## config.mk

```make
export PLATFORM = sky130hd
export DESIGN_NAME = dbm_seq
export DESIGN_NICKNAME = d
export VERILOG_FILES = /design/src/rtl/dbm_seq_pkg.sv /design/src/rtl/dbm_seq_timer.sv /design/src/rtl/dbm_seq.sv
export SDC_FILE = /design/constraint.sdc
export NUM_CORES = 1
export LEC_CHECK = 0
export CAP_MARGIN = 20
export CORE_ASPECT_RATIO = 1.2
export CORE_UTILIZATION = 40
export CTS_CLUSTER_DIAMETER = 60
export DETAILED_ROUTE_END_ITERATION = 12
export PLACE_DENSITY = 0.76
export SYNTH_ARGS = -nofsm -noshare
export SYNTH_HDL_FRONTEND = slang
export SYNTH_SLANG_ARGS = --single-unit
```

## constraint.sdc

```tcl
create_clock -name memCLK -period 2.3 [get_ports memCLK]
set_input_delay 0.575 -clock memCLK [delete_from_list [all_inputs] [get_ports memCLK]]
set_output_delay 0.575 -clock memCLK [all_outputs]
set_load 0.02 [all_outputs]
```

## src/rtl/dbm_seq_pkg.sv

```systemverilog
// dbm_seq_pkg: shared state, DBM select and CPU phase encodings for the memory-read sequencer.
package dbm_seq_pkg;
  typedef enum logic {RUN, WAIT} state_t;
  typedef enum logic [2:0] {
    DBM_SCAD, DBM_BYTES, DBM_EXP, DBM_DP, DBM_VMA, DBM_PF, DBM_MEM, DBM_NUM
  } dbm_sel_t;
  typedef enum logic [1:4] {
    PH_STALL = 4'b0000, T1 = 4'b1000, T2 = 4'b0100, T3 = 4'b0010, T4 = 4'b0001
  } phase_t;
endpackage

```

## src/rtl/dbm_seq_timer.sv

```systemverilog
// dbm_seq_timer: 8-bit saturating memory-wait counter that flags when the wait limit is reached.
module dbm_seq_timer #(
  parameter int unsigned TIMEOUT = 127
) (
  input  logic memCLK,
  input  logic rst,
  input  logic clear,
  input  logic enable,
  output logic expired
);
  localparam logic [7:0] LIMIT = 8'(TIMEOUT);
  logic [7:0] cnt;
  always_ff @(posedge memCLK or posedge rst)
    if (rst) cnt <= '0;
    else if (clear) cnt <= '0;
    else if (enable && cnt != 8'hff) cnt <= cnt + 8'd1;
  assign expired = enable && cnt >= LIMIT;
endmodule

```

## src/rtl/dbm_seq.sv

```systemverilog
// dbm_seq: CPU phase generator that stalls at T2 for memory reads and resumes at T3 with latched data.
module dbm_seq
  import dbm_seq_pkg::*;
#(
  parameter int unsigned TIMEOUT = 127,
  parameter logic [2:0]  MEMSEL  = DBM_MEM
) (
  input  logic        memCLK,
  input  logic        rst,
  input  logic [2:0]  dbmSEL,
  input  logic        memRD,
  input  logic        busACK,
  input  logic [0:35] busDATA,
  output logic [1:4]  clkPHS,
  output logic        busREQ,
  output logic [0:35] cpuDATAI,
  output logic        memWAIT,
  output logic        nxmFLAG
);
  state_t state;
  logic start, expired;
  assign start = state == RUN && clkPHS == T2 && memRD && dbmSEL == MEMSEL;
  dbm_seq_timer #(.TIMEOUT(TIMEOUT)) u_timer (
    .memCLK (memCLK),
    .rst    (rst),
    .clear  (start),
    .enable (state == WAIT),
    .expired(expired)
  );
  // busACK takes priority over timeout, so a late-but-valid reply never raises NXM
  always_ff @(posedge memCLK or posedge rst)
    if (rst) begin
      state    <= RUN;
      clkPHS   <= T1;
      busREQ   <= 1'b0;
      memWAIT  <= 1'b0;
      nxmFLAG  <= 1'b0;
      cpuDATAI <= '0;
    end else begin
      nxmFLAG <= 1'b0;
      if (state == RUN) begin
        if (start) begin
          state   <= WAIT;
          clkPHS  <= PH_STALL;
          busREQ  <= 1'b1;
          memWAIT <= 1'b1;
        end else clkPHS <= {clkPHS[4], clkPHS[1:3]};
      end else if (busACK || expired) begin
        state    <= RUN;
        clkPHS   <= T3;
        busREQ   <= 1'b0;
        memWAIT  <= 1'b0;
        cpuDATAI <= busACK ? busDATA : '1;
        nxmFLAG  <= !busACK;
      end
    end
endmodule
```

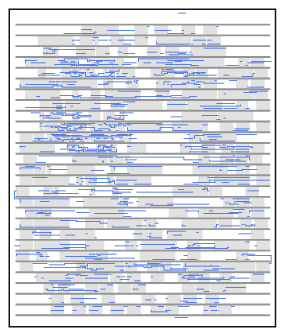
Run 1: signal wires on met1
Supply wires on this layer in grey.
nets with wire on the layer: 240
longest straight run: 19.8 um
main direction: horizontal
met1 Use GR: 21.3%
vias after detailed routing: 1586
wire length after detailed routing: 4480 um

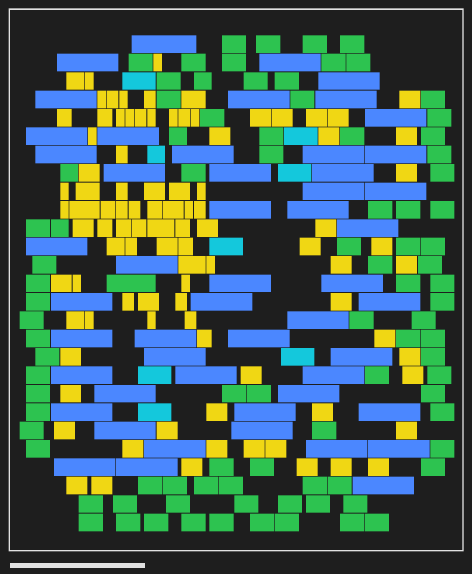
Run 1: cell classes on the final placement
Bar = 20 um.
| class | colour | cells |
|---|---|---|
| all other logic | yellow | 95 |
| clock drivers and dummy loads | cyan | 8 |
| other buffers and delay cells | green | 90 |
| flip-flops | blue | 51 |

==> reports/summary.txt, run 1 <==
I/O pins - 86
Worst Hold End - cpuDATAI[32]$_DFFE_PP0P_
Cells after DPL - 294
Hold_ws - 494 ps
Port-buffer cells - 85
Synthesized instance count - 156
Number of gates on the worst path with buffers counted - 1
Most frequent standard cell in the layout excluding fill and tap cells - sky130_fd_sc_hd__clkdlybuf4s50_1
CTS-repair resized insts - 0
Min-delay src - cpuDATAI[32]$_DFFE_PP0P_
Final antenna-violating net count - 0
GRT Overall Usage - 18.5%
Global route total overflow - 0
Category of the worst setup path capture point - output pin
Number of instances on the worst hold path - 1
Critical path buffers and inverters - 1
# Post-CTS Setup Buffers - 0
Overall power consumption - 1.54 mW
Combinational family with the most area after synthesis - AND-OR/OR-AND gates
Portion of the clock cycle consumed by the worst path in the final layout - 88.4%
CP required - 1730 ps
CTS Hold Bufs - 0
Type of element launching the critical path - flop
Count of cell types in the netlist - 33
Hold Vio Cnt, Final - 0
DR vias/cell - 5.25
Endpoints failing setup - 0
Instance area after placement - 0.00292 sq mm
Share of synthesized cell area in and, or, nand and nor gates - 8.48%
Relative max-transition margin - 64.6%
Power density cells - 510 mW/mm^2
Tmin final - 2030 ps
Violation tally from detailed-route iteration zero - 106
Area figure in the yosys stat output - 0.00202 sq mm
Number of global-route vias before repair - 1685
Die Footprint - 0.00534 sq mm
CORE AREA - 0.00473 sq mm
Die height - 79.9 um
Number of inserted filler cells in the final layout - 382
Worst setup path endpoint - clkPHS[1]
Total number of yosys warnings - 0
Reg2Reg Depth - 6
Initial DRT Pass Iterations - 4
Area of all sequential standard cells - 0.00128 sq mm
Synthesized area per cell - 13.0 sq um
Area fraction in mux cells - 0.495%
Pin count of the biggest net entering global routing - 38
OpenROAD warning count - 26
Crit path from - clkPHS[1]$_DFFE_PP1P_
DRC viols - 0
Number of antenna violations at the first check in global routing - 0
Post-synthesis share of cell area spent on and-or and or-and gates - 21.2%
Post-synthesis cell type with the largest instance count - sky130_fd_sc_hd__dfrtp_1
Xor and xnor area share after synthesis - 1.30%
Worst-path clk slew - 90 ps
Largest fanout of any net on the critical path - 4
Flip-flop count of the largest register after layout - 36
Category of the critical setup timing path - flop to output pin
Post-synth seq share - 63.2%
Worst setup slack for register-to-register paths - 460 ps
Number of enable flip-flop cells - 0
CTS sink count - 51
Most common logic cells in the final layout - sky130_fd_sc_hd__clkdlybuf4s50_1 (85), sky130_fd_sc_hd__dfrtp_1 (50), sky130_fd_sc_hd__o22a_1 (36)
Proportion of netlist area held by the largest area contributor - 61.9%
Final #Nets - 287
Number of rows created at floorplan - 27
DR WL/cell - 14.8 um
Largest Register - cpuDATAI
Global-route wire length before repair - 7380 um
Launching point of the worst reg2reg path - u_timer.cnt[0]$_DFFE_PP0P_
Cell accounting for the most synthesized area - sky130_fd_sc_hd__dfrtp_1
Final Wtd Congestion - 0.810
Maximum root-to-sink buffer count - 2
Cell chain of the critical path - clkdlybuf4s50_1
Measured slew at the worst slew-check pin - 525 ps
Post-layout util - 64.0%
Fraction of layout instances using a drive strength above 1 - 7.38%
Leak Pwr - 1.31 nW
Growth of design area from synthesis to finish - 49.7%
CTS Root Buffer Type - sky130_fd_sc_hd__clkbuf_8
Number of antenna repair diodes - 0
Post-Layout Inst Area - 0.00303 sq mm
Cells taking the most area after synthesis - sky130_fd_sc_hd__dfrtp_1 (62%), sky130_fd_sc_hd__o22a_1 (16%), sky130_fd_sc_hd__buf_6 (2.2%)
TritonCTS clock tree - yes
Run status - finished clean
Delay of the slowest critical-path stage - 600 ps
Adders+Majority by Area - 0.619%
CP top delay family - buffers and inverters
Achievable Freq - 492 MHz
Post-synth net total - 200
Register bit total from synthesis - 51
Arrival time of data at the critical path endpoint - 1460 ps
HPWL after DPL - 3190 um
Yosys cell count - 156
Final Worst Setup Slack - 267 ps
Proportion of register bits with asynchronous set or reset after synthesis - 100%
Multi-input logic area - 648 sq um
Master of the slowest instance on the critical path - sky130_fd_sc_hd__clkdlybuf4s50_1
Summed instance area of the synthesized netlist - 0.00202 sq mm
Total Negative Setup Slacks - 0 ps
Worst-case vdd ir drop - 0.347 mV
RSZ-0062 raised after global routing - no
Terminus of the critical flop-to-flop path - cpuDATAI[27]$_DFFE_PP0P_
Top flip-flop cell by instance count after synthesis - sky130_fd_sc_hd__dfrtp_1
Fin. max-slew vios - 0
H-Tree Depth - 2
Die width - 66.9 um
Biggest regs - cpuDATAI x36, u_timer.cnt x8, clkPHS x4
Pre-CTS setup slack - 360 ps
Class of the tightest hold or removal check - flop to flop
Share of the core filled by cells before placement - 42.7%
Final cell count without fillers - 302
Ranking of synthesized cells by instance count - sky130_fd_sc_hd__dfrtp_1 (50), sky130_fd_sc_hd__o22a_1 (36), sky130_fd_sc_hd__nor2_1 (7), sky130_fd_sc_hd__o21ai_0 (7)
Number of maximum-capacitance constraint violations - 0
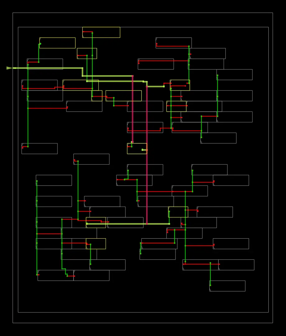
Run 1: clock nets
largest clock skew in the final design: 4.65 ps
CTS buffer count: 5
source-to-sink clock delay at the later pin of the worst-skew pair: 300 ps
clock buffer count: 7

==> run 1: layout make-up <==
class	instances	share of cell area [%]
inverter	6	0.744
timing repair buffer	90	29.8
clock buffer	7	3.18
clock inverter	1	0.248
multi-input combinational	89	21.4
sequential	51	42.2
tap	58	2.40
==> run 1: report_power, final <==
group	switching (mW)	internal, mW	total, mW
Combinational	0.0293	0.0663	0.0956
Clock	0.278	0.274	0.552
Sequential	0	0.896	0.896
Total	0.307	1.24	1.54
==> run 1: per-layer routing <==
layer | up-vias | GRT usage (%) | part of all wire [%]
li1 | 748 | - | -
met3 | 5 | 5.29 | 6.2
met5 | - | 0 | 0
met2 | 47 | 32.3 | 53
met4 | 0 | 5.74 | 1.2
met1 | 786 | 21.3 | 40
## Run 2: what changed since run 1
- PLACE_DENSITY: 0.76 -> 0.86
==> run 2 against run 1 <==
  * Area after synthesis stayed put
  * Die area did not move
  * Sequential share of layout area grew 0.052 points
  * Register-to-register slack worse by 60 ps
  * Worst setup slack worse by 2.1 ps
  * Clock power is 9.1% lower
  * Routed wire length grew 1.6%
  * Clock skew decreased by 2.7 ps
  * Critical path type unchanged
==> reports/summary.txt, run 2 <==
Worst-path clk slew - 90 ps (about the same)
Source-to-sink clock delay at the later pin of the worst-skew pair - 300 ps (about the same)
Total number of yosys warnings - 0 (unchanged)
CORE AREA - 0.00473 sq mm (unchanged)
Number of antenna repair diodes - 0 (unchanged)
Number of global-route vias before repair - 1556 (-7.7%)
Worst setup slack for register-to-register paths - 400 ps (-60 ps)
Worst-case vdd ir drop - 0.338 mV (-2.7%)
CTS sink count - 51 (unchanged)
I/O pins - 86 (unchanged)
Top flip-flop cell by instance count after synthesis - sky130_fd_sc_hd__dfrtp_1
Final Worst Setup Slack - 265 ps (-2.09 ps)
Largest Register - cpuDATAI
Tmin final - 2030 ps (+2.09 ps)
Final antenna-violating net count - 0 (unchanged)
Critical path buffers and inverters - 1 (unchanged)
Combinational family with the most area after synthesis - AND-OR/OR-AND gates
Adders+Majority by Area - 0.619% (unchanged)
Pin count of the biggest net entering global routing - 37 (-2.6%)
Pre-CTS setup slack - 308 ps (-52.3 ps)
Class of the tightest hold or removal check - flop to flop
Cell accounting for the most synthesized area - sky130_fd_sc_hd__dfrtp_1
Synthesized instance count - 156 (unchanged)
Power density cells - 494 mW/mm^2 (-3.1%)
Instance area after placement - 0.00293 sq mm (+0.43%)
Post-Layout Inst Area - 0.00302 sq mm (-0.12%)
Area fraction in mux cells - 0.495% (unchanged)
Worst Hold End - cpuDATAI[3]$_DFFE_PP0P_
Yosys cell count - 156 (unchanged)
Register bit total from synthesis - 51 (unchanged)
Summed instance area of the synthesized netlist - 0.00202 sq mm (unchanged)
Maximum root-to-sink buffer count - 2 (unchanged)
Area figure in the yosys stat output - 0.00202 sq mm (unchanged)
Endpoints failing setup - 0 (unchanged)
Initial DRT Pass Iterations - 4 (unchanged)
# Post-CTS Setup Buffers - 0 (unchanged)
Combinational cell fraction of total power - 6.4% (+0.2 points)
Number of instances on the worst hold path - 1 (unchanged)
H-Tree Depth - 2 (unchanged)
Type of element launching the critical path - flop
Worst setup path endpoint - clkPHS[1]
Number of rows created at floorplan - 27 (unchanged)
Post-layout util - 63.9% (-0.079 points)
Number of gates on the worst path with buffers counted - 1 (unchanged)
CTS Root Buffer Type - sky130_fd_sc_hd__clkbuf_8
Count of cell types in the netlist - 33 (unchanged)
CP required - 1730 ps (about the same)
TritonCTS clock tree - yes
Hold_ws - 491 ps (-2.49 ps)
RSZ-0062 raised after global routing - no
Violation tally from detailed-route iteration zero - 82 (-23%)
Vias after detailed routing - 1584 (-0.13%)
Total Negative Setup Slacks - 0 ps (unchanged)
HPWL after DPL - 3300 um (+3.4%)
Int Pwr - 1.18 mW (-4.8%)
Largest fanout of any net on the critical path - 4 (unchanged)
Post-synth net total - 200 (unchanged)
Master of the slowest instance on the critical path - sky130_fd_sc_hd__clkdlybuf4s50_1
Global route total overflow - 0 (unchanged)
Final Wtd Congestion - 0.825 (+1.9%)
Post-synthesis cell type with the largest instance count - sky130_fd_sc_hd__dfrtp_1
Crit path from - clkPHS[1]$_DFFE_PP1P_
Min-delay src - cpuDATAI[3]$_DFFE_PP0P_
Die width - 66.9 um (unchanged)
OpenROAD warning count - 26 (unchanged)
Achievable Freq - 491 MHz (-0.10%)
Most common logic cells in the final layout - sky130_fd_sc_hd__clkdlybuf4s50_1 (85), sky130_fd_sc_hd__dfrtp_1 (50), sky130_fd_sc_hd__o22a_1 (36)
Run status - finished clean
Measured slew at the worst slew-check pin - 503 ps (-21.9 ps)
Most frequent standard cell in the layout excluding fill and tap cells - sky130_fd_sc_hd__clkdlybuf4s50_1
Leak Pwr - 1.32 nW (about the same)
Area of all sequential standard cells - 0.00128 sq mm (unchanged)
Fin. max-slew vios - 0 (unchanged)
Relative contribution of the clock network to total power - 33.6% (-2.1 points)
Number of antenna violations at the first check in global routing - 0 (unchanged)
Category of the worst setup path capture point - output pin
Share of power burned in registers - 60.0% (+1.9 points)
Flip-flop count of the largest register after layout - 36 (unchanged)
Biggest regs - cpuDATAI x36, u_timer.cnt x8, clkPHS x4
Final cell count without fillers - 302 (unchanged)
Cells taking the most area after synthesis - sky130_fd_sc_hd__dfrtp_1 (62%), sky130_fd_sc_hd__o22a_1 (16%), sky130_fd_sc_hd__buf_6 (2.2%)
Launching point of the worst reg2reg path - u_timer.cnt[0]$_DFFE_PP0P_
Portion of the clock cycle consumed by the worst path in the final layout - 88.5% (+0.091 points)
Synthesized area per cell - 13.0 sq um (unchanged)
Delay of the slowest critical-path stage - 600 ps (about the same)
Arrival time of data at the critical path endpoint - 1460 ps (about the same)
Cell chain of the critical path - clkdlybuf4s50_1
Post-synth seq share - 63.2% (unchanged)
Multi-input logic area - 648 sq um (unchanged)
Fraction of layout instances using a drive strength above 1 - 7.38% (unchanged)
Growth of design area from synthesis to finish - 49.5%
Power dissipated by switching net loads - 0.317 mW (+3.2%)
Terminus of the critical flop-to-flop path - cpuDATAI[12]$_DFFE_PP0P_
Share of synthesized cell area in and, or, nand and nor gates - 8.48% (unchanged)
Relative max-transition margin - 66.1% (+1.5 points)
Port-buffer cells - 85 (unchanged)
Post-synthesis share of cell area spent on and-or and or-and gates - 21.2% (unchanged)
Wire length after detailed routing - 4550 um (+1.6%)
DR vias/cell - 5.25 (-0.13%)
DR WL/cell - 15.1 um (+1.6%)
Overall power consumption - 1.49 mW (-3.2%)
Hold Vio Cnt, Final - 0 (unchanged)
Number of enable flip-flop cells - 0 (unchanged)
GRT Overall Usage - 18.4% (-0.085 points)
CTS Hold Bufs - 0 (unchanged)
Global-route wire length before repair - 7280 um (-1.4%)
CTS-repair resized insts - 0 (unchanged)
Reg2Reg Depth - 6 (unchanged)
Proportion of netlist area held by the largest area contributor - 61.9% (unchanged)
Proportion of register bits with asynchronous set or reset after synthesis - 100% (unchanged)
Final #Nets - 287 (unchanged)
CTS buffer count - 5 (unchanged)
Switching share of power - 21.2% (+1.3 points)
Category of the critical setup timing path - flop to output pin
CP top delay family - buffers and inverters
DRC viols - 0 (unchanged)
Die Footprint - 0.00534 sq mm (unchanged)
Largest clock skew in the final design - 1.97 ps (-2.68 ps)
Die height - 79.9 um (unchanged)
Cells after DPL - 294 (unchanged)
Number of inserted filler cells in the final layout - 370 (-3.1%)
Ranking of synthesized cells by instance count - sky130_fd_sc_hd__dfrtp_1 (50), sky130_fd_sc_hd__o22a_1 (36), sky130_fd_sc_hd__nor2_1 (7), sky130_fd_sc_hd__o21ai_0 (7)
Xor and xnor area share after synthesis - 1.30% (unchanged)
Share of the core filled by cells before placement - 42.7% (unchanged)
Number of maximum-capacitance constraint violations - 0 (unchanged)
==> run 2: final cells by class <==
type	instances	area share, %
Clock buffer	5	2.28
Clock inverter	3	0.621
Inverter	6	0.745
Multi-Input combinational cell	89	21.4
Sequential cell	51	42.3
Tap cell	58	2.40
Timing Repair Buffer	90	30.2
==> run 2: metal layers <==
layer  GRT usage [%]  vias up  part of all wire (%)
met1            21.5      771                    41
met5               0        -                     0
met2            31.2       56                    50
met4            7.02        0                   1.4
met3            5.29        6                   7.9
li1                -      751                     -
==> run 2: power by group through the flow <==
stage                     Sequential [mW]  Combinational, mW  Clock (mW)
final                               0.896             0.0957       0.502
after detailed placement            0.914             0.0969           0
after CTS                           0.896             0.0978       0.525
after global routing                0.896              0.103       0.550
after floorplan                     0.914             0.0142           0
after global placement              0.914             0.0972           0
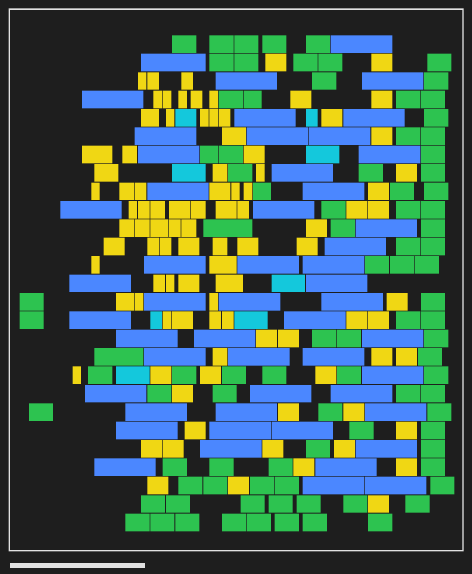
Run 2: cell classes on the final placement
Bar = 20 um.
| class | colour | cells |
|---|---|---|
| all other logic | yellow | 95 |
| clock drivers and dummy loads | cyan | 8 |
| flip-flops | blue | 51 |
| other buffers and delay cells | green | 90 |

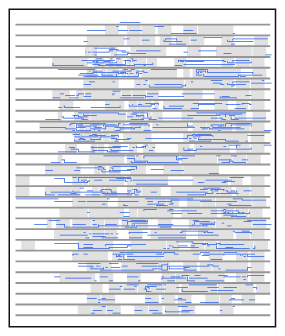
Run 2: signal wires on met1
Supply wires on this layer in grey.
longest straight run: 17.9 um
wire length on this layer: 1840 um
nets with wire on the layer: 235
main direction: horizontal

Power is estimated from default activity; no workload was simulated.
